`src/rtl/difftest_step_batcher.sv`:
```
// difftest_step_batcher
// Counts committed instructions on the DUT side of the difftest bridge and
// emits them in batches as `step` values for the simulation-side consumer.
// A nonzero deferred `simv_result` drains the outstanding count, latches
// the result code and parks the block in HALT until reset.
module difftest_step_batcher #(
  parameter int STEP_WIDTH = 8,
  parameter int CNT_WIDTH  = 4,
  parameter int BATCH      = 64,
  parameter int TIMEOUT    = 1024
) (
  input  logic                  clock,
  input  logic                  reset_n,
  input  logic                  commit_valid,
  input  logic [CNT_WIDTH-1:0]  commit_cnt,
  input  logic                  flush,
  input  logic [7:0]            simv_result,
  output logic [STEP_WIDTH-1:0] step,
  output logic [STEP_WIDTH:0]   pending,
  output logic                  halted,
  output logic [7:0]            halt_code
);

  localparam int TW = $clog2(TIMEOUT);
  localparam logic [STEP_WIDTH:0] STEP_MAX = {1'b0, {STEP_WIDTH{1'b1}}};
  localparam logic [STEP_WIDTH:0] BATCH_W  = (STEP_WIDTH+1)'(BATCH);
  localparam logic [TW-1:0]       TIMER_LAST = TW'(TIMEOUT - 1);

  typedef enum logic [1:0] {
    ST_RUN   = 2'd0,
    ST_DRAIN = 2'd1,
    ST_HALT  = 2'd2
  } state_t;

  state_t                state_r, state_next_s;
  logic [STEP_WIDTH:0]   acc_r, acc_next_s, acc_upd_s, add_s;
  logic [STEP_WIDTH-1:0] step_r, emit_val_s;
  logic [TW-1:0]         timer_r, timer_next_s;
  logic [7:0]            halt_code_r, code_next_s;
  logic                  halted_r;
  logic                  emit_s, acc_nz_s;

  // Next-state, emission decision and next values for accumulator and timer.
  always_comb begin
    state_next_s = state_r;
    code_next_s  = halt_code_r;
    emit_s       = 1'b0;
    add_s        = {(STEP_WIDTH+1){1'b0}};
    if ((state_r == ST_RUN) && commit_valid) begin
      add_s = {{(STEP_WIDTH+1-CNT_WIDTH){1'b0}}, commit_cnt};
    end else begin
      add_s = {(STEP_WIDTH+1){1'b0}};
    end
    acc_next_s = acc_r + add_s;
    acc_nz_s   = (acc_next_s != {(STEP_WIDTH+1){1'b0}});
    // Saturate the emitted value; the remainder stays in the accumulator.
    if (acc_next_s > STEP_MAX) begin
      emit_val_s = STEP_MAX[STEP_WIDTH-1:0];
    end else begin
      emit_val_s = acc_next_s[STEP_WIDTH-1:0];
    end
    case (state_r)
      ST_RUN: begin
        if (simv_result != 8'd0) begin
          // Stop request: this cycle's commits still count, flush what we have.
          state_next_s = ST_DRAIN;
          code_next_s  = simv_result;
          emit_s       = acc_nz_s;
        end else begin
          emit_s = acc_nz_s && ((acc_next_s >= BATCH_W) || flush ||
                                (timer_r == TIMER_LAST));
        end
      end
      ST_DRAIN: begin
        emit_s = acc_nz_s;
        if (acc_r == {(STEP_WIDTH+1){1'b0}}) begin
          state_next_s = ST_HALT;
        end else begin
          state_next_s = ST_DRAIN;
        end
      end
      ST_HALT: begin
        emit_s       = 1'b0;
        state_next_s = ST_HALT;
      end
      default: begin
        emit_s       = 1'b0;
        state_next_s = ST_RUN;
      end
    endcase
    if (emit_s) begin
      acc_upd_s = acc_next_s - {1'b0, emit_val_s};
    end else begin
      acc_upd_s = acc_next_s;
    end
    // The idle timer only runs in RUN while something is waiting unemitted.
    if ((state_r != ST_RUN) || emit_s || !acc_nz_s) begin
      timer_next_s = {TW{1'b0}};
    end else begin
      timer_next_s = timer_r + TW'(1);
    end
  end

  // State, accumulator, timer and registered outputs.
  always_ff @(posedge clock or negedge reset_n) begin
    if (!reset_n) begin
      state_r     <= ST_RUN;
      acc_r       <= {(STEP_WIDTH+1){1'b0}};
      timer_r     <= {TW{1'b0}};
      step_r      <= {STEP_WIDTH{1'b0}};
      halt_code_r <= 8'd0;
      halted_r    <= 1'b0;
    end else begin
      state_r     <= state_next_s;
      acc_r       <= acc_upd_s;
      timer_r     <= timer_next_s;
      step_r      <= emit_s ? emit_val_s : {STEP_WIDTH{1'b0}};
      halt_code_r <= code_next_s;
      halted_r    <= (state_next_s == ST_HALT);
    end
  end

  assign step      = step_r;
  assign pending   = acc_r;
  assign halted    = halted_r;
  assign halt_code = halt_code_r;

endmodule

```
`config.mk`:
```
export PLATFORM = sky130hd
export DESIGN_NAME = difftest_step_batcher
export DESIGN_NICKNAME = d
export VERILOG_FILES = /design/src/rtl/difftest_step_batcher.sv
export SDC_FILE = /design/constraint.sdc
export NUM_CORES = 1
export LEC_CHECK = 0
export CAP_MARGIN = 0
export CORE_ASPECT_RATIO = 2
export CORE_MARGIN = 2
export CORE_UTILIZATION = 50
export DETAILED_ROUTE_END_ITERATION = 16
export GPL_TIMING_DRIVEN = 0
export PLACE_DENSITY = 0.77
export SKIP_CTS_REPAIR_TIMING = 1
export SYNTH_ARGS = -nofsm -noshare
export SYNTH_HDL_FRONTEND = slang
export SYNTH_SLANG_ARGS = --single-unit
```
`constraint.sdc`:
```
create_clock -name clock -period 6.75 [get_ports clock]
set_input_delay 1.35 -clock clock [delete_from_list [all_inputs] [get_ports clock]]
set_output_delay 1.35 -clock clock [all_outputs]
set_load 0.01 [all_outputs]
```
==> run_1/pins.png <==
Drawn at 6 px/µm. Pins as bars across the die edge, other pins in grey.
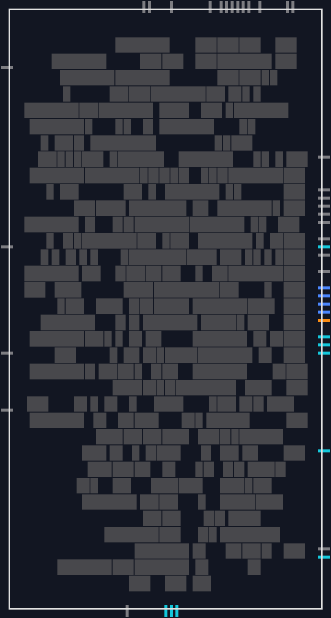
- blue: commit_cnt (pins 4; direction input; edge east)
- cyan: pending (pins 9; direction output; edge 6 east, 3 south)
- orange: commit_valid (pins 1; direction input; edge east)
- all pins by edge: 21 east, 13 north, 4 west, 4 south
I/O Buffers: 41
Die X-Extent: 51.8 µm
die height: 99.7 µm

==> run_1/metal_stack.png <==
Drawn at 4 px/µm. Two of the layers only.
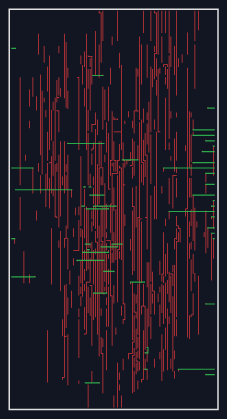
- green: met3 (wire length 168 µm)
- red: met2 (wire length 2840 µm)

==> run_1/met2.png <==
Drawn at 6 px/µm.
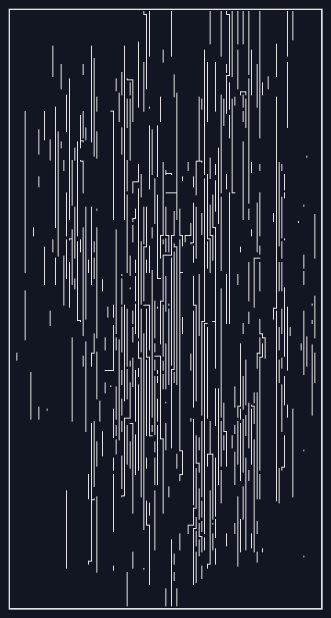
- wire length on this layer: 2840 µm
- main direction: vertical
- share of all routed wire: 54%

==> run_1/final_placement.png <==
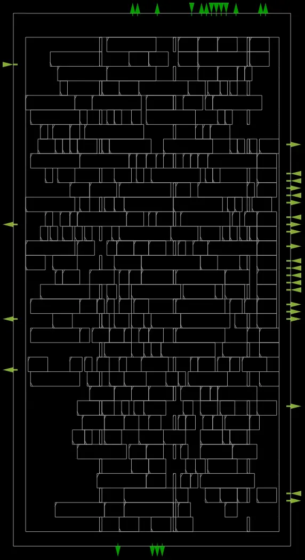
number of standard cells in the final layout excluding fillers: 328
tap cells: 54
sequential cell count of the final layout: 38
number of placement rows: 34
post-layout utilization of the core: 66.2%

==> flow_results.org, run 1 <==
#+TITLE: Synthesis and PnR summary

** Synth
- Before any placement, the netlist area is recorded as between 0.002 and 0.0025 mm².
- The synthesized netlist was found by Yosys to have approximately 230 cells.
- Synthesis produced 225 cells.
- Count of synthesis-stage warnings from yosys :: 0
- In the post-synthesis netlist, the biggest area contributors are sky130_fd_sc_hd__dfrtp_1 (42%), sky130_fd_sc_hd__nand2_1 (5.7%), sky130_fd_sc_hd__nor2_1 (4.1%).
- Share of synthesized registers carrying an async set or reset :: 100%
- Once synthesis finished, the tally of register bits stood at 38.
- Summing the areas of all compound-gate instances in the mapped netlist gives between 20% and 30% of the synthesized area.
- The synthesized design contains 0 enable-type register cells.
- Simple Share, Synth :: 21.7%
- Share of Yosys cell area claimed by the top area cell type :: 41.6%
- Top cells by count :: sky130_fd_sc_hd__dfrtp_1 (38), sky130_fd_sc_hd__nand2_1 (35), sky130_fd_sc_hd__nor2_1 (25)
- After synthesis, the mean cell area works out to about 10 µm².
- Most used flip-flop cell :: sky130_fd_sc_hd__dfrtp_1
- The share of the Yosys chip area taken by registers is 41.6%.
- Dominant cell type by area after synthesis :: sky130_fd_sc_hd__dfrtp_1
- Synthesis area per yosys :: between 0.002 and 0.0025 mm²
- Measured against the total synthesized area, the mux share comes to between 1.5 and 2%.
- Per the post-synthesis report, the nets total about 250.
- After Yosys synthesis, full adders, half adders and majority gates account for under 10% of the synthesized area.
- Cell with the most instances after synthesis :: sky130_fd_sc_hd__dfrtp_1
- Main combinational cell family by area after synthesis :: simple AND/OR/NAND/NOR gates

** Routing
- Routed wire per std cell :: between 15 and 20 µm
- The detailed router reports a met2 wire length of about 2.8 mm.
- Per the detail_route log, the uppermost layer with routed signals is met4.
- Number of iterations in the first detailed-routing pass :: 4
- Once detail routing completed, the nets flagged for antenna violations numbered 0.
- Via count of the routed design :: 1863
- After detailed routing, the number of vias per cell comes to 5.68.
- In the post-route report, total wirelength is listed as 5.26 mm.
- The DRC violation total left in the routed layout is recorded as 0.
- Initial detailed-routing violation count :: about 50
- Routed wl met3 :: roughly 170 µm

** Setup path
- The setup check on the worst reg-to-reg path leaves a slack of about 2.5 ns.
- Capturing element type of the critical path :: flip-flop
- CP required :: 6.90 ns
- Startpoint-to-endpoint class of the critical path :: in -> reg
- Largest delay contributor family on the critical path :: adder cells
- OpenSTA lists the critical path endpoint as pending[8].
- Levels on crit path :: 13
- Cell with the largest stage delay on the worst path :: sky130_fd_sc_hd__xor2_1
- R2R depth :: 15
- For reference, the critical path cell chain is clkdlybuf4s50_1, and3_1, ha_1, fa_1, nand3_1, a21oi_1, xor2_1, nand2b_1, ha_1, inv_1, nor2_1, a221oi_1, o21ai_1.
- The report shows a maximum critical-path fanout of 8.
- Arr. time, crit path :: between 4 and 5 ns
- Tracing the worst setup path back leads to its startpoint at commit_valid.
- Origin of the critical flop-to-flop path :: state_r[1]
- The number of buffers and inverters on the critical path is 2.
- Per the timing report, the most critical flop-to-flop path finishes at pending[8].
- Most used cell along the critical path :: sky130_fd_sc_hd__ha_1

** Power and ir drop
- Switching pwr :: just over 0.09 mW
- The share of total power dissipated in the clock network is about half.
- The power report lists cell-internal power as approximately 0.38 mW.
- Summing internal, switching and leakage power gives roughly 0.48 mW.
- Part of the power in combinational logic :: under 10%
- VDD IR max :: around 0.15 mV
- The leakage power in the latest report is between 1 and 1.5 nW.
- Share of total power in sequential cells :: around 48%
- Net switching is between 10% and 20% of the power.

** Cells and area
- Footprint of the multi-input gates :: 0.00126 mm²
- Total non-filler cell area in the finished layout :: 0.00290 mm²
- By area, the class that comes first in the final layout consists of multi-input combinational cells.
- The layout has 5 clock buffers.
- The repair_antennas step left the layout with diodes totalling 0.
- The area taken by sequential standard cells is reported as approximately 950 µm².
- Share of final-layout standard cells stronger than drive strength 1 :: between 10% and 20%
- Plain + repair buffers :: about 48
- The number of multi-input combinational cells in the layout is 176.
- Fill cells in the final layout number ~360.
- The clock network takes up under 10% of total cell area after layout.
- Flip-flop count of the largest register, all copies and words added :: 10
- Of all the cell area in the finished design, non-clock buffers hold about 16%.
- Register with the most flip-flops :: timer_r
- The net count of the finished layout is roughly 300.
- Fraction of area in registers :: about a third
- Combinational share of cell area :: 43.6%
- The final layout report lists a non-clock inverter count of 4.

** Place
- The placement summary gives the final routability congestion estimate as slightly below 0.9.
- Note, the detailed placer reported a final HPWL of roughly 4 mm.
- Post-place setup slack :: a little over 2 ns
- Once placement finished, the instance area stood at 0.00276 mm².
- Cell count after placement :: 320

** Floorplan
- Standard cell core area :: around 0.0044 mm²
- Pin placement for this block handled between 40 and 50 I/O pins.
- Before placement the cells fill between 50% and 60% of the core.
- In this run the full chip footprint comes out at slightly above 0.005 mm².

** Clock tree
- H-tree depth :: 2
- Clk sinks :: 38
- The cell sitting at the root of the clock tree is a sky130_fd_sc_hd__clkbuf_8.
- Clock-pin slew reported for the worst setup and hold paths after clock tree synthesis :: roughly 0.08 ns
- CTS tree :: done
- Number of CTS-inserted buffers :: 5
- Clock latency reported for the late side of the worst-skew pair :: 0.30 ns
- Maximum buffer depth of the clock tree :: 2

** Final timing
- Fin Setup TNS :: 0 ns
- Worst relative slew slack :: 44.1%
- Final Max Tran Viols :: 0
- Shortest clock period the worst path allows after layout :: roughly 4.5 ns
- The final timing report lists a hold violation count of 0.
- RSZ-0062 raised after global routing :: false
- Of the available clock period, the critical path in the final layout requires between 60% and 70%.
- Across all hold checks on the routed design, the worst slack comes to a little under 0.5 ns.
- Final critical-path setup slack :: around 2.3 ns
- Final setup fails :: 0
- For the final database, setup skew stands at 0.00630 ns.
- Derived from the worst setup path, the maximum achievable clock frequency is ~220 MHz.

** Hold path
- Looking at hold timing, the worst path starts from halt_code[4].
- Worst Hold Endpoint :: halt_code[4]
- Cells on Worst Hold Path :: 2
- STA reports the tightest min-delay check as being of type reg -> reg.

** Outcome
- The flow ran to the end, and the final reports show no timing, DRC or antenna violations.

** Global routing
- The via count of the first global-routing pass is between 1500 and 2000.
- After global routing, the most crowded layer is met2.
- Per the GRT congestion report, total overflow comes to 0.
- Grt met1 use :: a little over a quarter
- Met3 layer usage reported by global route :: 2.40%
- Met2 Usage GRT :: 38.7%
- For this run, the total global-route usage over all layers was measured as 22.5%.
- The number of antenna violations at the first check in global routing came to 0.
- The first global-routing pass estimated 8.74 mm of wire.

** Flow run
- Max Cap Violations :: 0
==> run 1: layout by cell type, fill, tap and decap left out, types with 2 or more instances in the layout <==
cell,count
sky130_fd_sc_hd__ha_1,6
sky130_fd_sc_hd__nor4_1,4
sky130_fd_sc_hd__nand3_1,11
sky130_fd_sc_hd__o21a_1,2
sky130_fd_sc_hd__a211o_1,3
sky130_fd_sc_hd__a211oi_1,3
sky130_fd_sc_hd__xor2_1,7
sky130_fd_sc_hd__a211oi_2,2
sky130_fd_sc_hd__o211ai_1,2
sky130_fd_sc_hd__clkdlybuf4s50_1,40
sky130_fd_sc_hd__dfrtp_1,38
sky130_fd_sc_hd__nand4_1,4
sky130_fd_sc_hd__bufinv_16,2
sky130_fd_sc_hd__a21oi_2,2
sky130_fd_sc_hd__a2111oi_4,2
sky130_fd_sc_hd__a21oi_1,10
sky130_fd_sc_hd__inv_1,4
sky130_fd_sc_hd__clkbuf_1,2
sky130_fd_sc_hd__nand2b_1,3
sky130_fd_sc_hd__buf_2,2
sky130_fd_sc_hd__nor2_2,3
sky130_fd_sc_hd__nand2_1,35
sky130_fd_sc_hd__and3_1,5
sky130_fd_sc_hd__a21oi_4,2
sky130_fd_sc_hd__xnor2_1,9
sky130_fd_sc_hd__nor2_1,25
sky130_fd_sc_hd__o21ai_0,5
sky130_fd_sc_hd__clkbuf_8,6
==> run 1: power groups by stage <==
stage | registers [mW] | logic (mW) | clock network (mW)
finish | 0.227 | 0.0140 | 0.235
CTS | 0.227 | 0.0145 | 0.238
global route | 0.227 | 0.0155 | 0.249
floorplan | 0.232 | 0.000525 | 0
global placement | 0.232 | 0.0146 | 0
detailed placement | 0.232 | 0.0144 | 0
## Run 2: what changed since run 1
Settings changed: CORE_UTILIZATION 50 to 47, PLACE_DENSITY 0.77 to 0.76.
Clock period 6.75 ns to 4 ns, I/O delays scaled along.
==> run_2/metal_stack.png <==
Drawn at 4 px/µm. Two of the layers only.
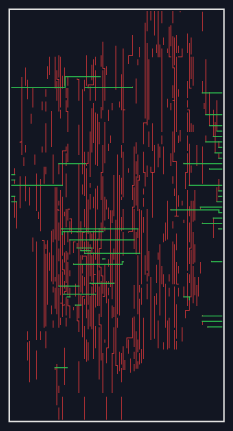
post-detailed-routing wire length: 5.21 mm
via count of the routed design: 1909
Routed wire per std cell: 15.7 µm

==> run_2/met2.png <==
Drawn at 6 px/µm.
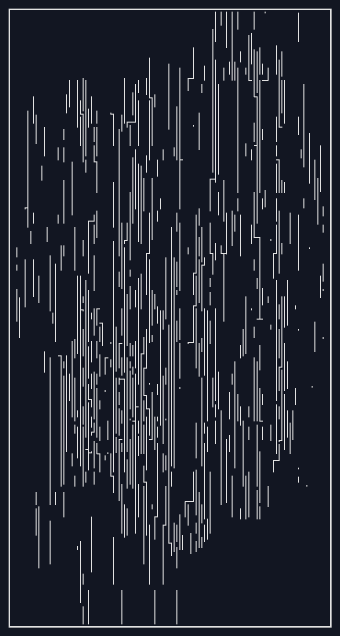
- longest straight run: 39.8 µm
- main direction: vertical
met2 Usage GRT: 34.3%

==> run 2 against run 1 <==
Effect of this change:
- area after synthesis unchanged
- sequential share of layout area down 0.45 points
- flip-flop count unchanged
- first-iteration DRC count down 22%
- register-to-register slack worse by 2.2 ns
- synthesized cell count unchanged
- die area up 6.0%
- critical path depth unchanged
- cell count up 0.91%
- final area up 1.4%
- combinational power up 69%
- critical path type is now reg -> reg
- largest power group unchanged
==> flow_results.org, run 2 <==
#+TITLE: Synthesis and PnR summary

** Outcome
- Status: finished, final reports clean (unchanged).

** Power and ir drop
- The clock network power came to 0.393 mW (was 0.235 mW).
- The relative contribution of combinational cells to total power is 3.0% (was 2.9%).
- Share of total power in sequential cells :: 48.0% (was 47.8%)
- The reported sequential group power was 0.384 mW (was 0.227 mW).
- The main power-consuming group was the clock network (unchanged).
- Clk pwr share :: 49.1% (was 49.3%)
- Comb group :: 0.0236 mW (was 0.0140 mW)

** Final timing
- The final critical path takes up about nine tenths of the cycle.
- Count of endpoints failing hold in the final timing report :: 0 (unchanged)
- The final clock skew was 0.00625 ns (was 0.00630 ns).
- The final tally of setup violations is 0 (unchanged).
- RSZ-0062 raised after global routing: false (unchanged).
- The tightest slew margin relative to the limit is 43.9% (was 44.1%).
- Worst-case hold slack :: 0.492 ns (was 0.482 ns)
- The final tally of max-slew violations came to 0 (unchanged).
- For this run, the top clock speed supported by timing is approximately 280 MHz.

** Cells and area
- The area of all placed cells without fillers came to 0.00294 mm² (was 0.00290 mm²).
- The number of ordinary inverters in the final layout is 4 (unchanged).
- The number of inserted diodes is 0 (unchanged).
- Number of clock-tree buffers in the layout :: 5 (unchanged)
- The count of multi-input gates came to 176 (unchanged).
- Number of standard cells in the final layout excluding fillers :: 331 (was 328)
- Data-path buffer share of cell area in the final layout :: 15.9% (was 16.0%)
- The most common cell after layout, fill and taps aside was sky130_fd_sc_hd__clkdlybuf4s50_1 (unchanged).
- The storage element area was 951 µm² (unchanged).
- The fill cell instance count of the final layout was 427 (was 364).

** Floorplan
- Die X-Extent :: 53.3 µm (was 51.8 µm)
- The number of tap cells inserted was 57 (was 54).
- Number of placement rows :: 36 (was 34)
- The top-level I/O count came to 42 (unchanged).
- The die outline height is 103 µm (was 99.7 µm).

** Clock tree
- Maximum buffer depth of the clock tree :: 2 (unchanged)
- The clock latency at the later pin of the worst-skew pair is 0.30 ns (about the same).
- Clock root buffer master :: sky130_fd_sc_hd__clkbuf_8 (unchanged)
- Number of CTS-inserted buffers :: 5 (unchanged)
- CTS tree :: done (unchanged)

** Synth
- Count of synthesis-stage warnings from yosys :: 0 (unchanged)
- Share of synthesized registers carrying an async set or reset :: 100% (unchanged)
- Cell with the most instances after synthesis :: sky130_fd_sc_hd__dfrtp_1 (unchanged)
- Number of enable-type register cells in the synthesized netlist :: 0 (unchanged)
- Yosys reg bits :: 38 (unchanged)
- The most area-hungry cell type in the Yosys netlist is sky130_fd_sc_hd__dfrtp_1 (unchanged).
- The instance tally after logic synthesis is 225 (unchanged).
- The dominant register cell is sky130_fd_sc_hd__dfrtp_1 (unchanged).
- Post-Syn Area :: 0.00229 mm² (unchanged)
- Top cells by count: sky130_fd_sc_hd__dfrtp_1 (38), sky130_fd_sc_hd__nand2_1 (35), sky130_fd_sc_hd__nor2_1 (25) (unchanged).

** Place
- Estimated wirelength of the detail-placed design :: 3.90 mm (was 4.00 mm)
- The placed cell area came to 0.00277 mm² (was 0.00276 mm²).
- The number of I/O port buffers was 41 (unchanged).
- Post-place setup slack :: -0.0923 ns (was 2.02 ns)
- Cell count after placement :: 323 (was 320)

** Routing
- The iteration count of the initial detailed-routing pass was 4 (unchanged).
- Average via count per standard cell :: 5.77 (was 5.68)
- Number of nets still failing antenna checks after routing :: 0 (unchanged)

** Global routing
- The number of antenna violations at the first check in global routing is 0 (unchanged).
- Wire length of the first global-routing pass :: 8.80 mm (was 8.74 mm)
- Aggregate global-route resource usage :: 21.8% (was 22.5%)
- The via count of the first global-routing pass was 1870 (was 1853).

** Setup path
- The critical path data required time is 4.18 ns (was 6.90 ns).
- Startpoint-to-endpoint class of the critical path :: reg -> reg (was in -> reg)
- Arr. time, crit path :: 3.81 ns (was 4.62 ns)

** Hold path
- Worst hold path type :: reg -> reg (unchanged)
==> run_2/port_nets.png <==
Drawn at 4 px/µm.
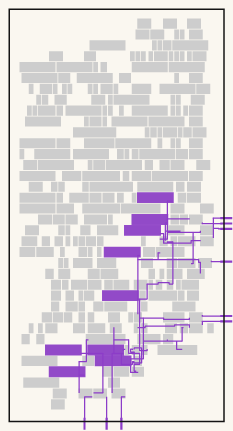
- purple: pending (direction output; end cells 9; buffers 9; wire 333 µm)

run 2: cell counts after synthesis:
No cell type changed its count.
run 2: path summary, 6_finish.rpt:
check	startpoint	end	slack (ns)	depth (start not counted)
max	state_r[1]	pending[5]	0.37	13
min	halt_code[4]	halt_code[4]	0.49	2
max reg2reg	state_r[1]	pending[5]	0.37	13
min reg2reg	halt_code[4]	halt_code[4]	0.49	2
max in group asynchronous	reset_n	timer_r[5]	2.86	1
min in group asynchronous	reset_n	pending[7]	0.61	1
run 2: worst max-delay path: stages, from the launching register on:
cell and delay, ns:
sky130_fd_sc_hd__dfrtp_1 0.42, sky130_fd_sc_hd__clkbuf_8 0.19, sky130_fd_sc_hd__nor2_2 0.17, sky130_fd_sc_hd__clkbuf_4 0.22
sky130_fd_sc_hd__and3_1 0.17, sky130_fd_sc_hd__ha_1 0.24, sky130_fd_sc_hd__fa_1 0.28, sky130_fd_sc_hd__nand3_1 0.20
sky130_fd_sc_hd__a21oi_1 0.37, sky130_fd_sc_hd__mux2_2 0.45, sky130_fd_sc_hd__a21oi_4 0.27, sky130_fd_sc_hd__nor2_2 0.09
sky130_fd_sc_hd__buf_6 0.17, sky130_fd_sc_hd__a211o_1 0.29
run 2: cells by family (layout without fill, tap and decap cells):
kind of cell               Yosys count  count (layout)  synth area share [%]
and+or+nand+nor                    101             101                  21.7
AOI/OAI and AO/OA                   48              48                  20.9
DFF                                 38              38                  41.6
xor gates and xnor gates            17              17                  6.83
buffers and inverters               11              60                  3.17
adders and majority gates            7               7                  4.16
muxes                                3               3                  1.64
run 2: layer usage:
layer  vias to the layer above  global-route usage (%)  part of all wire [%]
li1                        903                       -                     -
met2                        58                    34.3                    50
met3                         9                    3.62                   4.8
met4                         0                    9.27                   2.4
met1                       939                    29.2                    43
met5                         -                       0                     0
No activity file was given, so power comes from the tool's default toggle rates.
